--- config.mk ---
export PLATFORM = sky130hd
export DESIGN_NAME = alu_exp_fifo
export DESIGN_NICKNAME = d
export VERILOG_FILES = /design/src/rtl/alu_exp_fifo.sv
export SDC_FILE = /design/constraint.sdc
export NUM_CORES = 1
export LEC_CHECK = 0
export ABC_AREA = 1
export CORE_ASPECT_RATIO = 1.4
export CORE_MARGIN = 2
export CORE_UTILIZATION = 57
export CTS_CLUSTER_SIZE = 14
export DETAILED_ROUTE_END_ITERATION = 8
export PLACE_DENSITY = 0.78
export REMOVE_ABC_BUFFERS = 1
export SLEW_MARGIN = 20
export SYNTH_ARGS = -nofsm -noshare
export SYNTH_HDL_FRONTEND = slang
export SYNTH_SLANG_ARGS = --single-unit
export TNS_END_PERCENT = 50
--- constraint.sdc ---
create_clock -name clk -period 5.3 [get_ports clk]
set_input_delay 0.53 -clock clk [delete_from_list [all_inputs] [get_ports clk]]
set_output_delay 0.53 -clock clk [all_outputs]
set_load 0.05 [all_outputs]
--- src/rtl/alu_exp_fifo.sv ---
// alu_exp_fifo: expected-transaction queue with occupancy output
// push_i/din_i write, pop_i/dout_o read head, full_o/empty_o status, level_o occupancy.
// A push while full is accepted only when a pop happens in the same cycle.
module alu_exp_fifo #(
  parameter int W = 8,
  parameter int DEPTH = 8
) (
  input  logic                   clk,
  input  logic                   rst,
  input  logic                   push_i,
  input  logic                   pop_i,
  input  logic [W-1:0]           din_i,
  output logic [W-1:0]           dout_o,
  output logic                   full_o,
  output logic                   empty_o,
  output logic [$clog2(DEPTH):0] level_o
);
  localparam int AW = $clog2(DEPTH);
  localparam int LW = AW + 1;
  logic [W-1:0] mem [DEPTH];
  logic [AW-1:0] wr_q, rd_q;
  logic [LW-1:0] lvl_q;
  logic do_push, do_pop;
  assign full_o = lvl_q == LW'(DEPTH);
  assign empty_o = lvl_q == '0;
  assign do_pop = pop_i & ~empty_o;
  assign do_push = push_i & (~full_o | do_pop);
  assign dout_o = mem[rd_q];
  assign level_o = lvl_q;
  always_ff @(posedge clk or posedge rst) begin
    if (rst) begin
      wr_q <= '0;
      rd_q <= '0;
      lvl_q <= '0;
    end else begin
      wr_q <= do_push ? wr_q + AW'(1) : wr_q;
      rd_q <= do_pop ? rd_q + AW'(1) : rd_q;
      lvl_q <= lvl_q + LW'(do_push) - LW'(do_pop);
    end
  end
  always_ff @(posedge clk) begin
    if (do_push) mem[wr_q] <= din_i;
  end
endmodule

==> images/layers.png <==
Bar = 20 um.
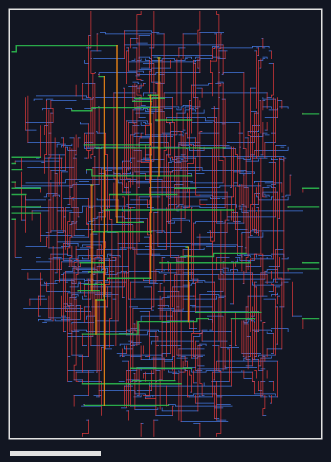
Key: blue = M1 [wire length 2350 um]; green = M3 [wire length 439 um]; red = M2 [wire length 3570 um]; orange = M4 [wire length 223 um]
sum of routed wire length over all layers: 6580 um
routed via count: 2128

==> images/ff_map.png <==
Bar = 20 um. Other sequential cells in the stronger grey, the rest of the logic in the fainter grey.
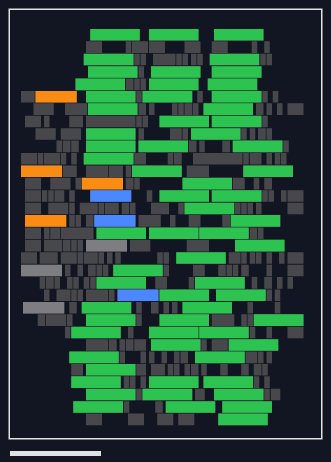
Key: green = `mem` [flops 64]; blue = `rd_q` [flops 3]; orange = `level_o` [flops 4, where west]
Another 3 sequential cells are not coloured.
seq pwr: 856 uW
flop share of the area: 58.3%
fin util: 67.5%

==> results_dict.tcl <==
# flow metrics
set metrics [dict create \
    status "complete, no violations" \
    timing.rr.start "level_o[2]" \
    drc 0 \
    cts_tree "yes" \
    holdWs_ns 0.463 \
    fin_skew_ns 0.00924 \
    yosys_cells 291 \
    fp_util_pct 59.4 \
    startpoint "rd_q[1]" \
    track_usage_pct 23.8 \
    drt_iter0_drc 94 \
    crit_top_cell "nand2_1" \
    grt_pass1_vias 2194 \
    hpwl_um 4140 \
    rsz0062_at_grt "false" \
    dieHeight_um 93.8 \
    ir_worst_vdd_uv 405 \
    place.gp.congestion 0.782 \
    largest_area_cell "edfxtp_1" \
    hold_viol 0 \
    cts.htree.levels 3 \
    crit_buf_inv 2 \
    critical-path-top-delay-family "buffers and inverters" \
    tightest_slew_ns 1.04 \
    clk_path_buf_depth 2 \
    final-setup-viol-count 0 \
    syn_avg_cell_area_um2 11.3 \
    topCellsByArea "edfxtp_1 59%, nand2_1 9.5%, dfrtp_1 7.6%" \
    tns_ns 0 \
    crit_chain "clkinv_1 -> o21ai_0 -> o21ai_1 -> nand2_1 -> nand2_1 -> clkdlybuf4s50_1" \
    gr-total-overflow 0 \
    mostFrequentLayoutCells "83 x nand2_1, 64 x edfxtp_1, 35 x nor2_1, 25 x clkdlybuf4s50_1, 20 x inv_1" \
    maxCapViolations 0 \
    antenna_left 0 \
    ctsHoldBuffers 0 \
    lay_top_count "nand2_1" \
    final_nets 336 \
    cts_resized 0 \
    period_needed_ns 3.45 \
    chipWidth_um 68.2 \
    fmax_mhz 290 \
    yosysWarnings 0 \
    wl_per_cell_um 16.9 \
    grt_pass1_wl_um 10600 \
    hold_class "input port to asynchronous set/reset pin" \
    rows 32 \
    drive_above_1_share_pct 8.44 \
    antenna_cells 0 \
    core_area_um2 5530 \
    crit_path_end_kind "output port" \
    maxSlewViolCount 0 \
    path_clk_slew_ns 0.07 \
    syn_to_final_growth_pct 13.5 \
    slew_headroom_pct 30.5 \
    slowest_delay_ns 0.92 \
    ys_types 25 \
    powerDensity_nw_per_um2 624 \
    die_area_um2 6390 \
    num-fill-cells 422 \
    cp_slowest_cell "dfrtp_1" \
    synth_cells 291 \
    warnings 26 \
    clock_sinks 74 \
    vias_per_cell 5.48 \
    top_cell_area_share_pct 58.5 \
    ys_seq_share_pct 66.1 \
    r2r_setup_slack_ns 3.09 \
    ys_ff 74 \
    path_class "register to output port" \
    critical_path_required_ns 4.77 \
    power.static_leakage_uw 0.00148 \
    clock_latency_ns 0.35 \
    timing.final.crit_share_pct 65.1 \
    antenna_found_initial 0 \
    ys_chip_area_um2 3280 \
    cts-root-buf "clkbuf_8" \
    cts_setup_buffers 0 \
    crit_path_start_kind "register" \
    arrival_ns 2.92 \
    drt-pass1-iter-count 5 \
    syn_area_um2 3280 \
    cp_max_fo 26 \
    grt_max_degree 31 \
    cts_made_buffers 9 \
]
==> images/port_trees.png <==
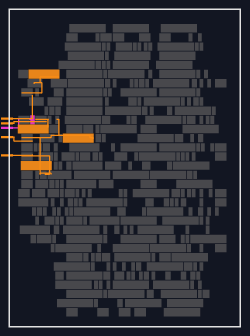
Key: magenta = `rst` [direction input, end cells 1, buffers 1, wire 5.30 um]; orange = `level_o` [direction output, end cells 4, buffers 4, wire 122 um]
Ports: 26
Port Buffers: 25

registers in the layout, summed over array words and instances, names as in the netlist:
name	flops
mem	64
rd_q	3
level_o	4
wr_q	3
power by group:
group | internal (uW) | switching (uW)
clock network | 264 | 205
logic | 331 | 670
registers | 738 | 118
total | 1330 | 993
path summary, 6_finish.rpt:
check | cells after the start | endpoint
min reg2reg | 1 | level_o[0]
min | 2 | level_o[2]
min in group clk | 1 | level_o[0]
max | 6 | dout_o[7]
max reg2reg | 7 | mem[6][1]
max in group asynchronous | 2 | level_o[3]
metal layers:
| metal | vias to the layer above | wire length, um | track usage, % |
|---|---|---|---|
| met5 | - | 0 | 0 |
| met4 | 0 | 223 | 13.5 |
| met3 | 19 | 438 | 5.76 |
| met2 | 74 | 3570 | 39.4 |
| met1 | 1015 | 2350 | 27.5 |
| li1 | 1020 | - | - |
worst register-to-register path, stage by stage, from the launching register on:
cell	delay, ns
dfrtp_1	0.34
inv_1	0.08
ha_1	0.21
nand2_2	0.11
nand2_4	0.08
nand2_4	0.09
nand3_2	0.10
nor2_1	0.81
through the flow:
stage / total power [uW] / instance area [um^2] / worst slack [ns] / instances
finish: 2330 / 3730 / 1.85 / 388
global route: 2470 / 3730 / 1.69 / 388
CTS: 2340 / 3730 / 1.88 / 388
detailed placement: 1870 / 3510 / 2.25 / 373
global placement: 1830 / 3510 / 2.29 / 373
floorplan: 1540 / 3170 / 3.01 / 279
cell usage after synthesis:
| library cell | n |
|---|---|
| nand2_1 | 83 |
| edfxtp_1 | 64 |
| nor2_1 | 35 |
| inv_1 | 20 |
| o21ai_1 | 15 |
| dfrtp_1 | 10 |
| nand3_1 | 8 |
| o211ai_1 | 8 |
| o21ai_0 | 8 |
| ha_1 | 7 |
| buf_6 | 6 |
| nand2_2 | 4 |
| buf_4 | 3 |
| nand2_4 | 3 |
| xor2_1 | 3 |
| a21oi_1 | 2 |
| buf_2 | 2 |
| clkinv_1 | 2 |
| xnor2_1 | 2 |
| buf_8 | 1 |
| fa_1 | 1 |
| inv_8 | 1 |
| nand3_2 | 1 |
| nor2_2 | 1 |
| o21ai_2 | 1 |
kinds of logic after synthesis:
logic type / Yosys count / synth area share, %
DFF: 74 / 66.1
xor gates and xnor gates: 5 / 1.33
and+or+nand+nor: 135 / 17.0
buffers and inverters: 35 / 6.36
AOI/OAI and AO/OA: 34 / 5.90
adders and majority gates: 8 / 3.28
final cells by class:
cell class	instances	area (um^2)	share of cell area [%]
multi-input cells	182	903	24.2
clock inverters	6	92.6	2.48
clock buffers	9	124	3.32
well taps	68	85.1	2.28
repair buffers	26	258	6.91
flip-flops and latches	74	2170	58.3
inverters	23	93.8	2.52
Power figures rest on the tool's default switching activity, not on a simulated workload.
